<file path="config.mk">
export PLATFORM = sky130hd
export DESIGN_NAME = instr_loader
export DESIGN_NICKNAME = d
export VERILOG_FILES = /design/src/rtl/instr_loader.sv
export SDC_FILE = /design/constraint.sdc
export NUM_CORES = 1
export LEC_CHECK = 0
export ABC_AREA = 1
export CELL_PAD_IN_SITES_DETAIL_PLACEMENT = 1
export CELL_PAD_IN_SITES_GLOBAL_PLACEMENT = 1
export CORE_AREA = 3 3 99 120
export DETAILED_ROUTE_END_ITERATION = 10
export DIE_AREA = 0 0 102 123
export GPL_TIMING_DRIVEN = 0
export PLACE_DENSITY_LB_ADDON = 0.1
export SLEW_MARGIN = 20
export SYNTH_ARGS = -nofsm -noshare
export SYNTH_HDL_FRONTEND = slang
export SYNTH_SLANG_ARGS = --single-unit
</file>
<file path="constraint.sdc">
create_clock -name clk -period 2.2 [get_ports clk]
set_input_delay 0.22 -clock clk [delete_from_list [all_inputs] [get_ports clk]]
set_output_delay 0.22 -clock clk [all_outputs]
set_load 0.01 [all_outputs]
</file>
<file path="src/rtl/instr_loader.sv">
// Boot-time program loader: assembles little-endian words from a byte stream into instruction memory.
// Optional build macro INSTR_LOADER_CHECKSUM_EN treats the last byte as an 8-bit additive checksum.
`timescale 1ns/1ps
module instr_loader #(
  parameter int unsigned ADDR_W    = 6,
  parameter int unsigned MAX_WORDS = 64
) (
  input  logic              clk,
  input  logic              reset,
  input  logic              start,
  input  logic [7:0]        byte_in,
  input  logic              byte_valid,
  input  logic              last,
  output logic              byte_ready,
  output logic              imem_we,
  output logic [ADDR_W-1:0] imem_addr,
  output logic [31:0]       imem_wdata,
  output logic              core_hold,
  output logic              done,
  output logic              error,
  output logic [ADDR_W:0]   word_count
);

  localparam int unsigned CNT_W = ADDR_W + 1;
  localparam logic [CNT_W-1:0] MAX_WC = CNT_W'(MAX_WORDS);

  typedef enum logic [1:0] {S_IDLE, S_LOAD, S_DONE, S_ERR} state_t;

  state_t             r_state,      w_state_nxt;
  logic               r_byte_ready, w_byte_ready_nxt;
  logic               r_we,         w_we_nxt;
  logic [ADDR_W-1:0]  r_addr,       w_addr_nxt;
  logic [31:0]        r_wdata,      w_wdata_nxt;
  logic               r_core_hold,  w_core_hold_nxt;
  logic               r_done,       w_done_nxt;
  logic               r_error,      w_error_nxt;
  logic [CNT_W-1:0]   r_wc,         w_wc_nxt;
  logic [1:0]         r_idx,        w_idx_nxt;
  logic [31:0]        r_asm,        w_asm_nxt;

  logic               w_accept;
  logic [31:0]        w_asm_ins;
  logic               w_flush;
  logic               w_finish;
  logic               w_ok;
  logic [31:0]        w_word;

  assign w_accept = byte_valid & r_byte_ready;

  // Assembly register with the incoming byte placed at the current byte lane
  always_comb begin
    w_asm_ins = r_asm;
    w_asm_ins[{r_idx, 3'b000} +: 8] = byte_in;
  end

`ifdef INSTR_LOADER_CHECKSUM_EN
  logic [7:0] r_sum, w_sum_nxt;

  // Last byte is the checksum: flush any partial word without it and compare sums
  always_comb begin
    w_sum_nxt = r_sum;
    if (w_accept && last) begin
      w_flush  = (r_idx != 2'd0);
      w_word   = r_asm;
      w_finish = 1'b1;
      w_ok     = (byte_in == r_sum);
    end else begin
      w_flush  = (r_idx == 2'd3);
      w_word   = w_asm_ins;
      w_finish = 1'b0;
      w_ok     = 1'b1;
      if (w_accept) w_sum_nxt = r_sum + byte_in;
    end
    if (start && r_state != S_LOAD) w_sum_nxt = 8'd0;
  end

  always_ff @(posedge clk or negedge reset) begin
    if (!reset) r_sum <= 8'd0;
    else        r_sum <= w_sum_nxt;
  end
`else
  always_comb begin
    w_flush  = (r_idx == 2'd3) | last;
    w_word   = w_asm_ins;
    w_finish = last;
    w_ok     = 1'b1;
  end
`endif

  // Next-state and registered-output logic
  always_comb begin
    w_state_nxt      = r_state;
    w_byte_ready_nxt = r_byte_ready;
    w_we_nxt         = 1'b0;
    w_addr_nxt       = r_addr;
    w_wdata_nxt      = r_wdata;
    w_core_hold_nxt  = r_core_hold;
    w_done_nxt       = r_done;
    w_error_nxt      = r_error;
    w_wc_nxt         = r_wc;
    w_idx_nxt        = r_idx;
    w_asm_nxt        = r_asm;

    case (r_state)
      S_LOAD: begin
        if (w_accept) begin
          if ((w_flush && r_wc == MAX_WC) || !w_ok) begin
            w_state_nxt      = S_ERR;
            w_error_nxt      = 1'b1;
            w_byte_ready_nxt = 1'b0;
            w_core_hold_nxt  = 1'b1;
          end else begin
            if (w_flush) begin
              w_we_nxt    = 1'b1;
              w_addr_nxt  = r_wc[ADDR_W-1:0];
              w_wdata_nxt = w_word;
              w_wc_nxt    = r_wc + CNT_W'(1);
              w_idx_nxt   = 2'd0;
              w_asm_nxt   = 32'd0;
            end else begin
              w_idx_nxt   = r_idx + 2'd1;
              w_asm_nxt   = w_asm_ins;
            end
            if (w_finish) begin
              w_state_nxt      = S_DONE;
              w_done_nxt       = 1'b1;
              w_core_hold_nxt  = 1'b0;
              w_byte_ready_nxt = 1'b0;
            end
          end
        end
      end
      S_IDLE, S_DONE, S_ERR: begin
        if (start) begin
          w_state_nxt      = S_LOAD;
          w_byte_ready_nxt = 1'b1;
          w_core_hold_nxt  = 1'b1;
          w_done_nxt       = 1'b0;
          w_error_nxt      = 1'b0;
          w_wc_nxt         = '0;
          w_idx_nxt        = 2'd0;
          w_asm_nxt        = 32'd0;
        end
      end
      default: w_state_nxt = S_IDLE;
    endcase
  end

  always_ff @(posedge clk or negedge reset) begin
    if (!reset) begin
      r_state      <= S_IDLE;
      r_byte_ready <= 1'b0;
      r_we         <= 1'b0;
      r_addr       <= '0;
      r_wdata      <= 32'd0;
      r_core_hold  <= 1'b1;
      r_done       <= 1'b0;
      r_error      <= 1'b0;
      r_wc         <= '0;
      r_idx        <= 2'd0;
      r_asm        <= 32'd0;
    end else begin
      r_state      <= w_state_nxt;
      r_byte_ready <= w_byte_ready_nxt;
      r_we         <= w_we_nxt;
      r_addr       <= w_addr_nxt;
      r_wdata      <= w_wdata_nxt;
      r_core_hold  <= w_core_hold_nxt;
      r_done       <= w_done_nxt;
      r_error      <= w_error_nxt;
      r_wc         <= w_wc_nxt;
      r_idx        <= w_idx_nxt;
      r_asm        <= w_asm_nxt;
    end
  end

  assign byte_ready = r_byte_ready;
  assign imem_we    = r_we;
  assign imem_addr  = r_addr;
  assign imem_wdata = r_wdata;
  assign core_hold  = r_core_hold;
  assign done       = r_done;
  assign error      = r_error;
  assign word_count = r_wc;

endmodule

</file>
Figure 1. Routed clock nets over the placement (run 1).
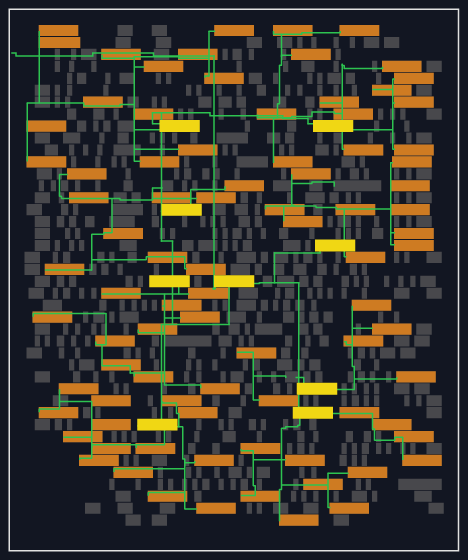
[cells driving clock nets] yellow | count: 9
[clock wires] green | length: 1230 um
[flip-flops] orange | count: 86
routed clock nets	10
flops lie	all over the die
clk latency late pin: 0.35 ns
Clock Skew: 0.01143 ns
Clock power frac: 0.294
P_clk: 1.65 mW

Figure 2. The metal 2 layer (run 1).
Bar = 20 um.
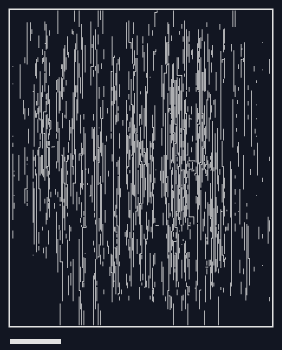
share of all routed wire	50%
longest straight run	89.4 um
wire length on this layer	6210 um
met2 global-route usage: 0.3508
DRT Wirelength: 12430 um

==> impl_metrics.csv, run 1 <==
group,metric,value,unit
status,status,"complete, no violations",
worst_setup_path,cp_top_family,"buffers and inverters",
finish,final_area,5489,um^2
final_timing,finalCriticalPeriod,2.086,ns
detailed_routing,wl_per_cell,16.86,um
worst_setup_path,crit_cells,10,
die,fp.dieH,123,um
final_timing,worst_hold_slack,0.2785,ns
power_and_ir_drop,p_per_area,1023,nW/um^2
synthesis,yosys_area,4270,um^2
final_timing,hold_viol_final,0,
detailed_routing,drt_iter0_drc,133,
detailed_routing,drc,0,
final_timing,rsz0062_at_grt,"true",
final_timing,setup_ws,0.1145,ns
finish,drive_gt1_frac,0.1521,
worst_setup_path,slowest_stage,"dfrtp_2",
global_route,grt-busiest-layer,"met2",
final_timing,max_slew.worst_pin.slew,0.4723,ns
clocking,cts_root_buf,"clkbuf_16",
worst_setup_path,r2r_slack,0.11,ns
place,dpl_cell_area,5085,um^2
place,place.gp.congestion,0.9075,
synthesis,synth_area,4270,um^2
clocking,clkTransAtPathRegs,0.06,ns
detailed_routing,met3WireLength,419,um
worst_setup_path,r2r-start,"r_idx[0]",
detailed_routing,top_layer_used,"met4",
min_path,hold_class,"input pin to asynchronous set/reset pin",
finish,fin_util,0.5022,
synthesis,ys.flops,86,
synthesis,ys_sh_aoi,0.09962,
detailed_routing,wl_met2,6208,um
run,drv_cap,0,
clocking,cts_buffer_depth,2,
place,dp_cells,720,
detailed_routing,met1_length,5615,um
run,warnings,34,
final_timing,tns,0,ns
power_and_ir_drop,total_power,5.618,mW
worst_setup_path,arrival,2.35,ns
global_route,grt_use_total,0.2088,
global_route,grt_pass1_wl,20310,um
synthesis,synthMuxAreaShare,0,
synthesis,ys_cells,525,
die,dieArea,12550,um^2
final_timing,timing.final.crit_share,0.9480,
synthesis,synth.avg_cell_area,8.134,um^2
worst_setup_path,slowest_delay,0.43,ns
worst_setup_path,crit_required,2.47,ns
worst_setup_path,crit_fanout,10,
global_route,gr-usage-met3,0.04007,
detailed_routing,dr.pass1.iters,4,
finish,finalNonFillerCells,737,
power_and_ir_drop,vdd_ir_drop_max,0.0005146,V
clocking,htreeDepth,3,
final_timing,fmax,479.5,MHz
clocking,cts_setup_buffers,0,
clocking,cts_sinks,86,
worst_setup_path,path_class,"flip-flop to flip-flop",
worst_setup_path,r2r-end,"r_asm[27]",
finish,regArea,2155,um^2
finish,syn2layout_area_growth,28.54,%
global_route,antenna_found_initial,0,
worst_setup_path,crit_end,"r_asm[27]",
clocking,tritoncts,"done",
synthesis,ys_seq_share,0.5042,
finish,fillers,1316,
die,fp-utilization,0.3907,
clocking,numCtsBuffers,9,
finish,final_nets,621,
synthesis,yosys_warnings,0,
power_and_ir_drop,p_leak,2.523,nW
die,core,10930,um^2
worst_setup_path,crit_path_end_kind,"flip-flop",
detailed_routing,antenna_left,0,
global_route,grt_max_degree,71,
global_route,grt_pass1_vias,3852,
detailed_routing,routed-via-count,3712,
final_timing,maxSlewViolCount,0,
detailed_routing,vias_per_cell,5.037,
worst_setup_path,r2r_cells,10,
finish,lay_top_cells,"nand2_1, dfrtp_1, clkdlybuf4s50_1",
final_timing,relSlewSlack,0.6852,
clocking,holdBufCountCts,1,
synthesis,synthAdderAreaFrac,0.02344,
place,portBuffers,62,
die,io_pins,63,
worst_setup_path,crit_buf_inv,5,
synthesis,ys_types,32,
place,dp_hpwl,8851,um
place,place_ws,-0.2896,ns
clocking,ctsResizeCount,12,
finish,layout.cells.most_common,"nand2_1",
worst_setup_path,crit_chain,"buf_4, inv_1, ha_1, buf_2, inv_1, buf_4, nand3_1, o21ai_2, nand2_1, o21ai_0",
synthesis,synthXorXnorAreaFrac,0.002051,
synthesis,synth_nets,546,
global_route,grt_use_met1,0.2684,
global_route,overflow,0,
worst_setup_path,worstSetupStartpoint,"r_idx[0]",
synthesis,netlist_instances,525,
die,die_x,102,um
die,placementRows,42,
Figure 3. Cells colored by class (run 1).
Bar = 20 um. Fill, decap, tap and diode cells in gray.
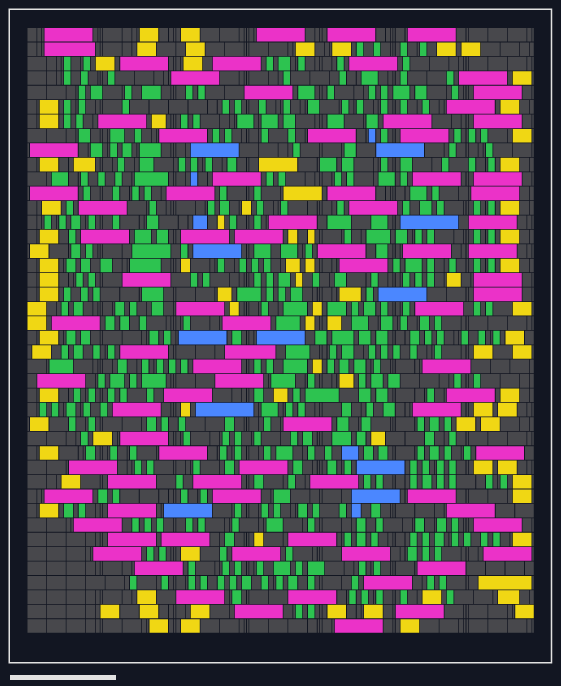
class	color	cells	share of their area
other buffers and delay cells	yellow	89	16%
flip-flops	magenta	86	40%
all other logic	green	414	38%
clock drivers and dummy loads	blue	16	5.9%

## run 1: cell usage after synthesis
| master | n | share of area |
|---|---|---|
| a21boi_0 | 1 | 0.0018 |
| a21oi_1 | 3 | 0.0035 |
| buf_12 | 2 | 0.0094 |
| buf_2 | 11 | 0.013 |
| buf_4 | 5 | 0.0088 |
| buf_6 | 2 | 0.0053 |
| clkbuf_1 | 5 | 0.0044 |
| clkinv_1 | 2 | 0.0018 |
| dfrtp_1 | 85 | 0.50 |
| dfstp_2 | 1 | 0.0062 |
| ha_1 | 8 | 0.023 |
| inv_1 | 23 | 0.020 |
| inv_2 | 1 | 0.00088 |
| inv_4 | 1 | 0.0015 |
| nand2_1 | 247 | 0.22 |
| nand2_2 | 13 | 0.019 |
| nand2_4 | 1 | 0.0026 |
| nand3_1 | 17 | 0.020 |
| nand3_2 | 1 | 0.0023 |
| nand3_4 | 1 | 0.0041 |
| nand3b_1 | 2 | 0.0035 |
| nand4_1 | 11 | 0.016 |
| nor2_1 | 12 | 0.011 |
| nor2_2 | 2 | 0.0029 |
| nor2_4 | 1 | 0.0026 |
| nor2_8 | 1 | 0.0047 |
| o21ai_0 | 33 | 0.039 |
| o21ai_1 | 8 | 0.0094 |
| o21ai_2 | 15 | 0.031 |
| o21ai_4 | 1 | 0.0038 |
| o22ai_1 | 8 | 0.012 |
| xnor2_1 | 1 | 0.0021 |
## run 1: cell type report
cell class | instances | share of cell area
inverters | 27 | 0.01915
clock inverters | 5 | 0.01482
multi-input cells | 387 | 0.3474
plain buffers | 24 | 0.03214
well taps | 132 | 0.03009
flip-flops and latches | 86 | 0.3925
clock buffers | 11 | 0.04240
repair buffers | 65 | 0.1215
## run 1: where the power goes
part           internal (mW)  total [mW]  switching (mW)
clock                  0.998        1.65           0.651
combinational          0.719        2.02            1.30
sequential              1.79        1.95           0.153
==> run 2: changes to the inputs <==
--- a/config.mk
+++ b/config.mk
@@ -11,6 +11,7 @@
 export CORE_AREA = 3 3 99 120
 export DETAILED_ROUTE_END_ITERATION = 10
 export DIE_AREA = 0 0 102 123
+export GPL_ROUTABILITY_DRIVEN = 0
 export GPL_TIMING_DRIVEN = 0
 export PLACE_DENSITY_LB_ADDON = 0.1
 export SLEW_MARGIN = 20
Figure 4. The metal 2 layer (run 2).
Bar = 20 um.
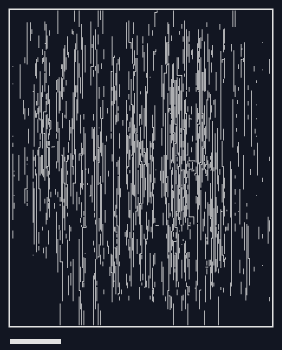
longest straight run	89.4 um
main direction	vertical
share of all routed wire	50%
wire length on this layer	6210 um
nets with wire on the layer	518
DR vias: 3712

Figure 5. Routed clock nets over the placement (run 2).
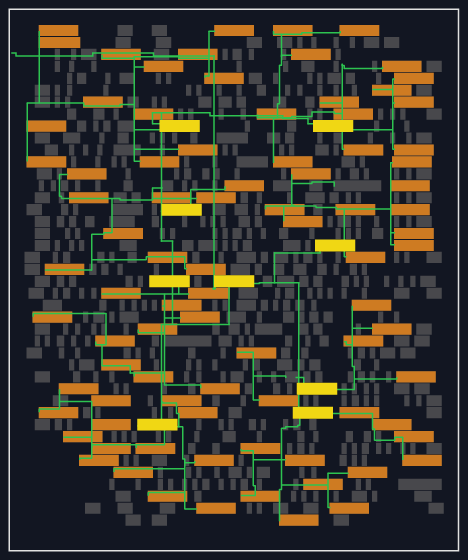
[cells driving clock nets] yellow | count: 9
[flip-flops] orange | count: 86
[clock wires] green | length: 1230 um
flops lie	all over the die
routed clock nets	10

==> run 2 against run 1 <==
Compared with the run above: global-route usage unchanged; setup slack unchanged; flip-flop count unchanged; sequential share of layout area unchanged; clock-buffer cell count unchanged; critical path depth unchanged; final cell count unchanged; critical path type unchanged.
==> impl_metrics.csv, run 2 <==
group,metric,value,unit
global_route,grt_pass1_wl,20310,um
detailed_routing,antenna_left,0,
final_timing,setup_viol,0,
finish,drive_gt1_frac,0.1521,
run,drv_cap,0,
detailed_routing,drc,0,
power_and_ir_drop,swShare,0.3750,
global_route,overflow,0,
global_route,grt_use_total,0.2088,
die,dieArea,12550,um^2
power_and_ir_drop,vdd_ir_drop_max,0.0005146,V
synthesis,ys.flops,86,
final_timing,timing.final.crit_share,0.9480,
power_and_ir_drop,p_clk_frac,0.294,
power_and_ir_drop,p_per_area,1023,nW/um^2
clocking,numCtsBuffers,9,
final_timing,tns,0,ns
detailed_routing,drt_iter0_drc,133,
place,portBuffers,62,
synthesis,ys_async_sr_fraction,1.000,
global_route,grt_pass1_vias,3852,
finish,finalNonFillerCells,737,
die,fp-utilization,0.3907,
worst_setup_path,r2r-end,"r_asm[27]",
synthesis,common_cells,"nand2_1, dfrtp_1, o21ai_0",
worst_setup_path,worstSetupStartpoint,"r_idx[0]",
die,die_x,102,um
clocking,clkTransAtPathRegs,0.06,ns
synthesis,yosysTopAreaCellShare,0.4981,
final_timing,finalCriticalPeriod,2.086,ns
clocking,tritoncts,"done",
synthesis,synth_nets,546,
worst_setup_path,arrival,2.35,ns
final_timing,skew,0.01143,ns
power_and_ir_drop,clk-power,1.65,mW
finish,final_area,5489,um^2
final_timing,fmax,479.5,MHz
place,dpl_cell_area,5085,um^2
power_and_ir_drop,seq_power,1.95,mW
die,io_pins,63,
detailed_routing,wl_per_cell,16.86,um
clocking,clk-insertion-delay-late,0.35,ns
finish,antenna_cells,0,
synthesis,ys_seq_share,0.5042,
worst_setup_path,r2r_cells,10,
synthesis,yosys_warnings,0,
worst_setup_path,r2r-start,"r_idx[0]",
min_path,hold_class,"input pin to asynchronous set/reset pin",
worst_setup_path,crit_fanout,10,
clocking,cts_root_buf,"clkbuf_16",
final_timing,relSlewSlack,0.6852,
synthesis,yosys_area,4270,um^2
detailed_routing,vias_per_cell,5.037,
power_and_ir_drop,combPwrFrac,0.360,
worst_setup_path,r2r_slack,0.11,ns
final_timing,rsz0062_at_grt,"true",
clocking,cts_buffer_depth,2,
synthesis,synth_area,4270,um^2
power_and_ir_drop,seqPwrFrac,0.347,
power_and_ir_drop,total_power,5.618,mW
worst_setup_path,crit_required,2.47,ns
final_timing,worst_hold_slack,0.2785,ns
status,status,"complete, no violations",
power_and_ir_drop,p_comb,2.02,mW
synthesis,synth.avg_cell_area,8.134,um^2
place,dp_cells,720,
power_and_ir_drop,power.internal,3.511,mW
synthesis,netlist_instances,525,
synthesis,edf_count,0,
final_timing,setup_ws,0.1145,ns
run,warnings,34,
worst_setup_path,path_class,"flip-flop to flip-flop",
final_timing,hold_viol_final,0,
worst_setup_path,crit_end,"r_asm[27]",
detailed_routing,routed_wl,12430,um
final_timing,max_slew.worst_pin.slew,0.4723,ns
synthesis,ys_types,32,
clocking,htreeDepth,3,
power_and_ir_drop,p_leak,2.523,nW
worst_setup_path,start_kind,"flip-flop",
global_route,grt_max_degree,71,
synthesis,largest_area_cell,"dfrtp_1",
place,place_ws,-0.2896,ns
die,core,10930,um^2
synthesis,synth.most_common_cell,"nand2_1",
power_and_ir_drop,power.switching,2.107,mW
die,placementRows,42,
final_timing,maxSlewViolCount,0,
finish,fin_util,0.5022,
synthesis,topCellsByArea,"dfrtp_1, nand2_1, o21ai_0, o21ai_2, ha_1",
power_and_ir_drop,power-top-group,"combinational logic",
finish,syn2layout_area_growth,28.54,%
global_route,antenna_found_initial,0,
clocking,cts_sinks,86,
synthesis,ys_cells,525,
finish,lay_top_cells,"nand2_1, dfrtp_1, clkdlybuf4s50_1",
die,fp.dieH,123,um
finish,final_nets,621,
worst_setup_path,crit_path_end_kind,"flip-flop",
finish,layout.cells.most_common,"nand2_1",
detailed_routing,dr.pass1.iters,4,
place,dp_hpwl,8851,um
synthesis,synthFlopType,"dfrtp_1",
[run 2: what timing repair did]
action / 4_1_cts / 5_1_grt
setup buffers: 0 / 1
endpoints found under the hold margin: 16 / 0
hold buffers: 1 / 0
pin swaps: 0 / 2
setup endpoints to repair: 64 / 61
gates resized: 12 / 23
[run 2: metal layers]
layer  wire length (um)  vias to the layer above  track usage
li1                   -                     1817            -
met1               5615                     1812       0.2684
met2               6208                       69       0.3508
met3                419                       14      0.04007
met4                183                        0      0.07137
met5                  0                        -            0
[run 2: worst min path at each step]
stage / end / startpoint
global route: r_asm[27] / reset
global placement: core_hold / core_hold
CTS: imem_wdata[18] / reset
detailed placement: imem_wdata[18] / reset
finish: imem_wdata[18] / reset
floorplan: byte_ready / reset
[run 2: area by class of cell]
| cell class | count | area, um^2 |
|---|---|---|
| Timing Repair Buffer | 65 | 666.9 |
| Clock inverter | 5 | 81.33 |
| Inverter | 27 | 105.1 |
| Tap cell | 132 | 165.2 |
| Clock buffer | 11 | 232.7 |
| Fill cell | 1316 | 5441 |
| Multi-Input combinational cell | 387 | 1907 |
| Sequential cell | 86 | 2155 |
| Buffer | 24 | 176.4 |
[run 2: cell families (layout without fill, tap and decap cells)]
logic type      after synthesis  count (layout)  synth area share
flops                        86              86            0.5042
simple gates                309             309            0.3056
compound gates               69              69           0.09962
fa+ha+maj                     8               8           0.02344
xor+xnor                      1               1          0.002051
buf+inv                      52             132           0.06505
[run 2: worst max-delay path, cell delays in order, from the launching register on]
cell,delay [ns]
dfrtp_2,0.43
buf_4,0.19
inv_1,0.10
ha_1,0.20
buf_2,0.17
inv_1,0.10
buf_4,0.17
nand3_1,0.21
o21ai_2,0.22
nand2_1,0.06
o21ai_0,0.15
==> run 3: changes to the inputs <==
--- a/config.mk
+++ b/config.mk
@@ -8,9 +8,9 @@
 export ABC_AREA = 1
 export CELL_PAD_IN_SITES_DETAIL_PLACEMENT = 1
 export CELL_PAD_IN_SITES_GLOBAL_PLACEMENT = 1
-export CORE_AREA = 3 3 99 120
+export CORE_AREA = 3 3 95 116
 export DETAILED_ROUTE_END_ITERATION = 10
-export DIE_AREA = 0 0 102 123
+export DIE_AREA = 0 0 98 119
 export GPL_ROUTABILITY_DRIVEN = 0
 export GPL_TIMING_DRIVEN = 0
 export PLACE_DENSITY_LB_ADDON = 0.1
==> constraint.sdc (replaced) <==
create_clock -name clk -period 2.6 [get_ports clk]
set_input_delay 0.26 -clock clk [delete_from_list [all_inputs] [get_ports clk]]
set_output_delay 0.26 -clock clk [all_outputs]
set_load 0.01 [all_outputs]
Figure 6. PDN straps and rails (run 3).
Pins as bars on the die edge. Tap cells in gray.
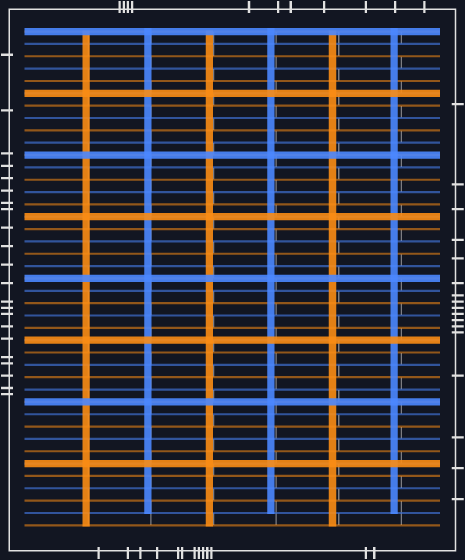
net	color
VSS	orange
VDD	blue
met5 straps	8
met1 rails	41
rows	40
met4 straps	6
signal pins	63

Figure 7. Routed clock nets over the placement (run 3).
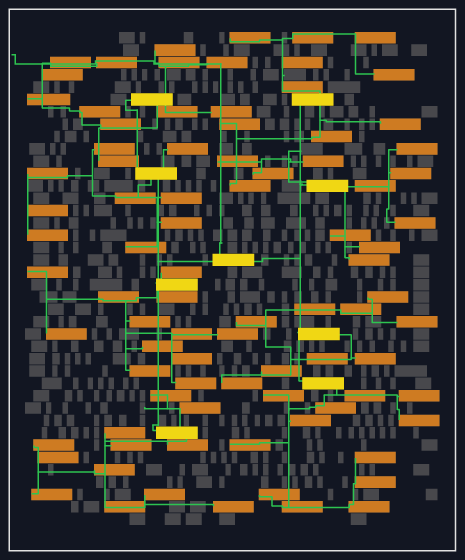
[clock wires] green | length: 1140 um
[flip-flops] orange | count: 86
[cells driving clock nets] yellow | count: 9
flops lie	all over the die

==> run 3 against run 2 <==
Compared with the run above: clock skew shrank 0.0060 ns; fmax down 16%; critical path type unchanged; area after synthesis did not move; first-iteration DRC count is 15% lower; the run now ends with negative hold slack left; setup slack improved by 0.0093 ns; worst hold slack got worse by 0.30 ns.
==> impl_metrics.csv, run 3 <==
group,metric,value,unit
status,status,"complete, but fails checks",
status,violations,"negative hold slack",
finish,logic_area,1839,um^2
global_route,grt_max_degree,55,
global_route,antenna_found_initial,0,
synthesis,synthFlopType,"dfrtp_1",
detailed_routing,vias_per_cell,5.134,
worst_setup_path,crit_path_end_kind,"flip-flop",
clocking,ctsResizeCount,1,
synthesis,ys_cells,525,
synthesis,edf_count,0,
min_path,hold_class,"input pin to asynchronous set/reset pin",
detailed_routing,routed-via-count,3748,
global_route,grt_pass1_wl,20440,um
synthesis,synth.avg_cell_area,8.134,um^2
die,die_x,98,um
finish,drive_gt1_frac,0.1242,
clocking,tritoncts,"done",
worst_setup_path,cp_top_family,"buffers and inverters",
power_and_ir_drop,clk-power,1.21,mW
synthesis,ys_sh_aoi,0.09962,
place,dp_hpwl,8805,um
synthesis,ys_sh_simple,0.3056,
finish,lay_top_cells,"nand2_1, dfrtp_1, clkdlybuf4s50_1",
synthesis,synthXorXnorAreaFrac,0.002051,
finish,layout.cells.most_common,"nand2_1",
worst_setup_path,arrival,2.73,ns
final_timing,maxSlewViolCount,0,
die,placementRows,40,
power_and_ir_drop,combPwrFrac,0.363,
global_route,overflow,0,
power_and_ir_drop,p_clk_frac,0.269,
detailed_routing,dr.pass1.iters,4,
die,io_pins,63,
die,dieArea,11660,um^2
clocking,cts_root_buf,"clkbuf_16",
power_and_ir_drop,power.internal,2.800,mW
final_timing,setup_viol,0,
synthesis,synthTopLogicFamily,"simple AND/OR/NAND/NOR gates",
place,portBuffers,62,
final_timing,worst_hold_slack,-0.02193,ns
synthesis,ys_seq_share,0.5042,
run,drv_cap,0,
final_timing,hold_viol_final,31,
die,core,9960,um^2
power_and_ir_drop,p_per_area,839.9,nW/um^2
synthesis,synthAdderAreaFrac,0.02344,
synthesis,synthMuxAreaShare,0,
synthesis,synth.most_common_cell,"nand2_1",
detailed_routing,routed_wl,11990,um
final_timing,max_slew.worst_pin.slew,0.7205,ns
synthesis,largest_area_cell,"dfrtp_1",
run,warnings,32,
synthesis,ys_types,32,
power_and_ir_drop,vdd_ir_drop_max,0.0005205,V
power_and_ir_drop,p_leak,2.483,nW
power_and_ir_drop,swShare,0.3758,
clocking,clk-insertion-delay-late,0.34,ns
clocking,cts_sinks,86,
worst_setup_path,path_class,"flip-flop to flip-flop",
synthesis,synth_nets,546,
final_timing,relSlewSlack,0.5197,
worst_setup_path,crit_buf_inv,5,
synthesis,netlist_instances,525,
synthesis,common_cells,"nand2_1, dfrtp_1, o21ai_0",
detailed_routing,wl_per_cell,16.42,um
worst_setup_path,crit_fanout,10,
final_timing,fmax,403.8,MHz
synthesis,ys_async_sr_fraction,1.000,
place,dpl_cell_area,5066,um^2
global_route,grt_pass1_vias,4065,
detailed_routing,drt_iter0_drc,113,
synthesis,ys.flops,86,
finish,final_area,5341,um^2
power_and_ir_drop,seq_power,1.65,mW
synthesis,topCellsByArea,"dfrtp_1, nand2_1, o21ai_0, o21ai_2, ha_1",
final_timing,finalCriticalPeriod,2.476,ns
worst_setup_path,crit_chain,"clkbuf_2, inv_1, ha_1, buf_2, inv_1, buf_4, nand3_1, o21ai_0, nand2_1, o21ai_0",
clocking,numCtsBuffers,9,
worst_setup_path,start_kind,"flip-flop",
synthesis,yosys_warnings,0,
power_and_ir_drop,power-top-group,"registers",
synthesis,yosys_area,4270,um^2
detailed_routing,antenna_left,0,
finish,antenna_cells,0,
final_timing,skew,0.005425,ns
worst_setup_path,slowest_delay,0.49,ns
clocking,htreeDepth,3,
die,fp-utilization,0.4288,
==> run 3: cell counts after synthesis <==
No cell type changed its count.
==> run 3: metrics by stage <==
step           TNS, ns  total power, mW    util  std cells  worst slack (ns)
2_1_floorplan        0            2.671       -        525            0.6386
3_3_place_gp   -171.51            3.259  0.5069        713            -2.015
3_5_place_dp         0            3.313  0.5087        714           0.04166
4_1_cts              0            4.543  0.5363        730            0.1542
5_1_grt              0            4.783  0.5363        730          0.003294
6_report             0            4.486  0.5363        730            0.1238
==> run 3: routing by layer <==
layer  vias to the layer above  global-route usage  wire (um)
met1                      1842              0.2747       5294
met3                        22             0.02929        400
met4                         0             0.09264        331
li1                       1810                   -          -
met5                         -                   0          0
met2                        74              0.3761       5962
==> run 3: area by class of cell <==
| class | instances | share of cell area |
|---|---|---|
| inverters | 27 | 0.01944 |
| repair buffers | 63 | 0.1195 |
| clock buffers | 14 | 0.04943 |
| plain buffers | 25 | 0.03279 |
| multi-input cells | 387 | 0.3443 |
| flip-flops and latches | 86 | 0.4031 |
| clock inverters | 2 | 0.001874 |
| well taps | 126 | 0.02952 |
==> run 3: cell families (layout without fill, tap and decap cells) <==
logic type	after synthesis	count (layout)
compound gates	69	69
buf+inv	52	131
xor+xnor	1	1
flops	86	86
simple gates	309	309
fa+ha+maj	8	8
==> run 3: worst paths after layout <==
path | from | to | slack (ns) | depth (start not counted)
max reg2reg | r_idx[0] | r_asm[28] | 0.12 | 10
min in group clk | core_hold | core_hold | 0.47 | 2
min | reset | imem_wdata[30] | -0.02 | 1
max in group asynchronous | reset | core_hold | 1.91 | 2
max | r_idx[0] | r_asm[28] | 0.12 | 10
min reg2reg | core_hold | core_hold | 0.47 | 2

==> layout pictures side by side <==
Placement view.
picture 1
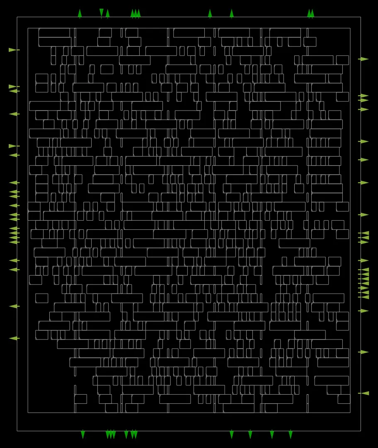
picture 2
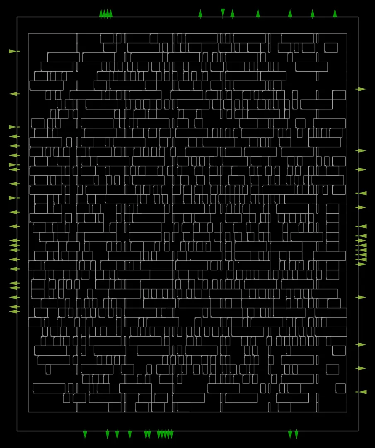
| from | picture |
|---|---|
| run 1 | picture 1 |
| run 3 | picture 2 |

Power figures rest on the tool's default switching activity, not on a simulated workload.
